**Run 1: cells colored by class**

Bar = 20 um. Fill, decap, tap and diode cells in gray.
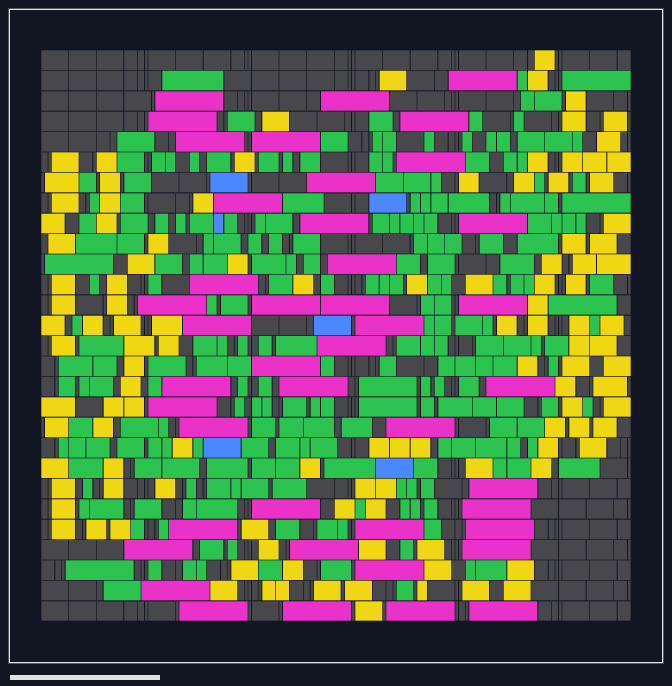
**Run 1: the metal 2 layer**

Bar = 20 um.
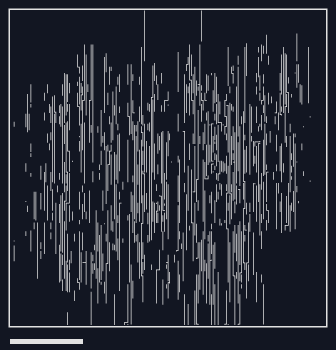
**Run 1: clock wires, drivers and flops**

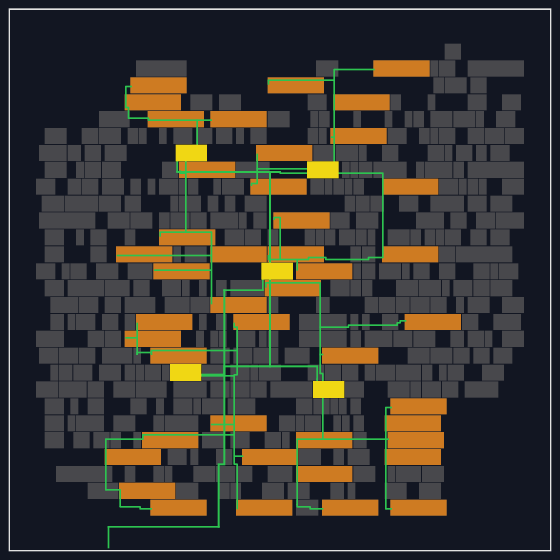
**Run 1: cell placement**

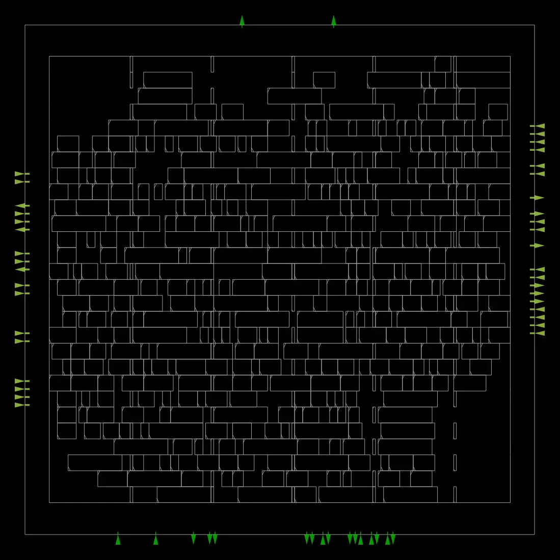
==> config.mk <==
export PLATFORM = sky130hd
export DESIGN_NAME = vram_rect_fill
export DESIGN_NICKNAME = d
export VERILOG_FILES = /design/src/rtl/vram_rect_fill.sv
export SDC_FILE = /design/constraint.sdc
export NUM_CORES = 1
export LEC_CHECK = 0
export CORE_MARGIN = 4
export CORE_UTILIZATION = 45
export DETAILED_ROUTE_END_ITERATION = 12
export PLACE_DENSITY = 0.74
export RECOVER_POWER = 50
export SLEW_MARGIN = 5
export SYNTH_ARGS = -nofsm -noshare
export SYNTH_HDL_FRONTEND = slang
export SYNTH_SLANG_ARGS = --single-unit
==> constraint.sdc <==
create_clock -name clk -period 2.1 [get_ports clk]
set_clock_uncertainty 0.05 [all_clocks]
set_input_delay 0.42 -clock clk [delete_from_list [all_inputs] [get_ports clk]]
set_output_delay 0.42 -clock clk [all_outputs]
set_load 0.02 [all_outputs]
==> flow_summary_export.csv, run 1 <==
group,metric,value,unit
outcome,status,"finished clean",
final_timing,fin_crit,2.00,ns
cells_and_area,lay_top_count,"buf_4",
power,peakVddDrop,458,uV
placement,post-dp-hpwl,5190,um
worst_setup_path,critical_path.max_stage_delay,0.48,ns
cts,numCtsBuffers,5,
cells_and_area,buf_share,24.4,%
hold_path,min_path_type,"in -> async",
logic_synthesis,top_cell_area_share,38.4,%
grt,grt_max_degree,44,
final_timing,fmax,500,MHz
final_timing,setup_violations,0,
logic_synthesis,ys_sh_xor,5.93,%
cells_and_area,comb_share,42.6,%
power,powerDensity,1050,nW/um2
detailed_routing,drt.antenna.violating_nets,0,
grt,antenna_found_initial,0,
worst_setup_path,path_cells,"clkdlybuf4s50_1, ha_1, nand2_1, nor2_2, a21oi_4, mux2i_2, mux2i_1, mux2_4",
cells_and_area,layout_top_cells,"57 x buf_4, 43 x dfrtp_1, 35 x nor2_1",
cells_and_area,biggestCellCategory,"combinational gates",
logic_synthesis,synthSimpleGateAreaFrac,13.0,%
worst_setup_path,cp_data_arrival_time,2.13,ns
worst_setup_path,slowest_stage,"clkdlybuf4s50_1",
final_timing,rsz0062_at_grt,"no",
logic_synthesis,top_cells_by_count,"43 x dfrtp_1, 36 x a21oi_1, 36 x nor2_1, 29 x mux2i_1, 22 x inv_1",
cts,cts.sinks,43,
logic_synthesis,synth_area_per_cell,9.60,um2
logic_synthesis,yosysTopAreaCell,"dfrtp_1",
cells_and_area,layout-drive-gt1-share,29.3,%
placement,preCtsSetupSlack,-0.573,ns
cts,htreeDepth,2,
worst_setup_path,crit_path_start_kind,"primary input",
cells_and_area,signal_buffers,115,
flow_run,warnings,26,
cts,cts_buffer_depth,2,
cts,cts_tree,"built",
cts,path_clk_slew,0.08,ns
worst_setup_path,cp.depth,8,
Notes on 'cells colored by class' above:
Yellow shows remaining buffers and delay cells, cells 115. Magenta shows sequential cells, cells 43. Blue shows clock drivers and dummy loads, cells 6. Green shows combinational and other logic, cells 235.
# rows: 28
post-route cell area: 4020 um2
core box area: 5990 um2
final cell utilization of the core: 67.0%
sequential share of cell area: 26.8%

Notes on 'the metal 2 layer' above:
The longest straight run is 39.3 um. 400 nets have wire on it. The layer holds 53% of the routed length.
Vias: 2490
GR Util met2: 36.4%
Routed WL: 7060 um

Notes on 'clock wires, drivers and flops' above:
Orange shows flip-flops, count 43. Green shows clock wires, length 554 um. Yellow shows clock drivers, count 5.
There are 6 routed clock nets.
clk latency late pin: 0.29 ns
P_clk: 0.489 mW
Clock power frac: 11.6%

Notes on 'cell placement' above:
Finished Layout Cells: 474
Filler Cells Inserted: 489
tap cells: 75
num sequential: 43

-- run 1: routing by layer --
| metal | track usage, % | part of all wire [%] | vias to the layer above | wire, um |
|---|---|---|---|---|
| met5 | 0 | 0 | - | 0 |
| met4 | 5.95 | 1.2 | 0 | 84 |
| met3 | 3.22 | 5.3 | 7 | 373 |
| met2 | 36.4 | 53 | 68 | 3730 |
| met1 | 22.5 | 41 | 1183 | 2870 |
| li1 | - | - | 1232 | - |
-- run 1: timing repair --
action / CTS / global route
gates cloned: 0 / 0
setup buffers: 4 / 0
endpoints found under the setup margin: 29 / 21
pin swaps: 18 / 4
gates resized: 49 / 13
-- run 1: report_power, final --
part           total [mW]  internal [mW]  switching (mW)
clock network       0.489          0.222           0.267
logic                2.32           1.18            1.14
registers            1.39           1.16           0.232
total                4.20           2.56            1.64
==> run 1 -> run 2 <==
CORE_MARGIN = 2   (was 4)
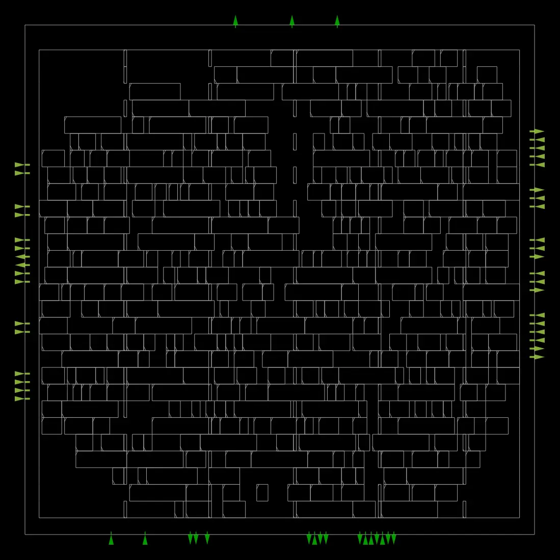
**Above:** run 2 (cell placement).
sequential share of cell area: 26.3%
final cell utilization of the core: 68.7%
Finished Layout Cells: 475
core box area: 5960 um2

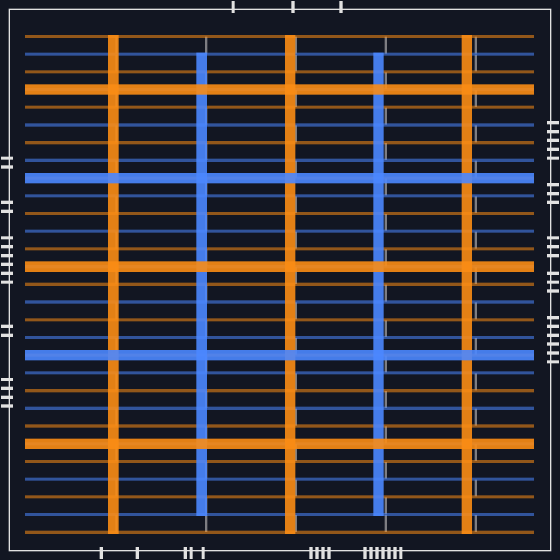
**Above:** run 2 (power grid).
Pins as bars on the die edge. Tap cells in gray.
Orange shows VSS. Blue shows VDD.
75 tap cells. 5 straps on met4. The core has 28 rows. 55 signal pins sit on the boundary.
Horiz. Die Dim: 82.9 um
Max IR drop VDD: 514 uV
Die Y-Extent: 82.9 um

==> run 2 against run 1 <==
  * Die area down 9.0%
  * Cell area rose by 2.0%
  * Register-to-register slack worse by 0.04 ns
  * Critical path type unchanged
  * Highest routed layer unchanged
==> flow_summary_export.csv, run 2 <==
group,metric,value,unit
logic_synthesis,ys_sh_xor,5.93,%
power,p_sw,1.65,mW
worst_setup_path,critical_path.max_stage_delay,0.49,ns
grt,use_met3,2.78,%
grt,grt_util_met1,25.2,%
die,rows,28,
power,powerClk,0.510,mW
final_timing,period_used_share,98.9,%
final_timing,fmax,482,MHz
cts,cts_buffer_depth,2,
detailed_routing,met1_length,2920,um
flow_run,max-cap-violations,0,
power,pg_seq,1.39,mW
worst_setup_path,cp_data_arrival_time,2.22,ns
grt,use_met2,37.6,%
detailed_routing,drt.antenna.violating_nets,0,
power,combinationalPower,2.34,mW
power,p_sw_share,38.9,%
outcome,status,"finished clean",
logic_synthesis,synthSimpleGateAreaFrac,13.0,%
power,p_int,2.59,mW
worst_setup_path,crit_path_start_kind,"primary input",
final_timing,setup_violations,0,
placement,post-dp-hpwl,5000,um
detailed_routing,vias,2493,
cts,htreeDepth,2,
logic_synthesis,top_cells_by_count,"43 x dfrtp_1, 36 x a21oi_1, 36 x nor2_1, 29 x mux2i_1, 22 x inv_1",
logic_synthesis,yosysTopAreaCell,"dfrtp_1",
grt,antenna_found_initial,0,
power,power.clock.fraction,12.0,%
cts,cts_tree,"built",
cts,numCtsBuffers,5,
cts,insertion_delay,0.30,ns
detailed_routing,wl,7050,um
detailed_routing,highest_layer,"met4",
flow_run,warnings,26,
grt,grt_max_degree,44,
cells_and_area,layout-drive-gt1-share,30.8,%
logic_synthesis,synth_area_per_cell,9.60,um2
power,pwr-share-seq,32.8,%
power,combPwrFrac,55.2,%
power,power-top-group,"combinational cells",
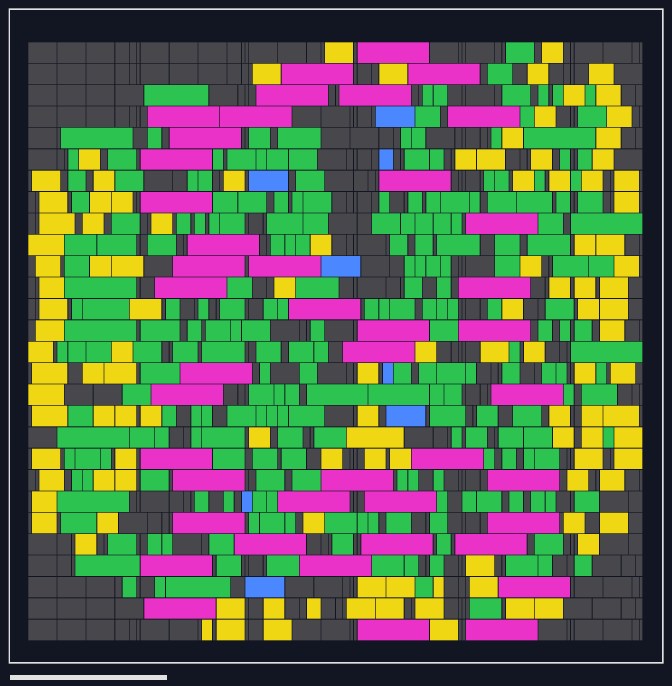
**Above:** run 2 (cells colored by class).
Bar = 20 um. Fill, decap, tap and diode cells in gray.
Blue shows clock drivers and dummy loads, cells 8. Green shows combinational and other logic, cells 235. Yellow shows remaining buffers and delay cells, cells 114. Magenta shows sequential cells, cells 43.
post-route cell area: 4090 um2

run 2: cell type report:
cell class / instances / area, um2
Clock buffer: 7 / 76.3
Multi-Input combinational cell: 213 / 1770
Clock inverter: 1 / 5.00
Tap cell: 75 / 93.8
Timing Repair Buffer: 114 / 995
Sequential cell: 43 / 1080
Fill cell: 466 / 1860
Inverter: 22 / 82.6
run 2: critical path: cells and delay by family:
family	cells	cell delay (ns)
multiplexers	2	0.44
adder cells (fa/ha/maj)	1	0.24
AND-OR/OR-AND	2	0.26
buffers and inverters	2	0.67
AND/OR/NAND/NOR	2	0.19
run 2: repair_timing:
item | in CTS | in global routing
buffers inserted | 6 | 0
endpoints found under the setup margin | 29 | 27
hold buffers | 0 | 0
resized | 51 | 21
pin swaps | 20 | 9
Power and IR drop assume default switching activity.
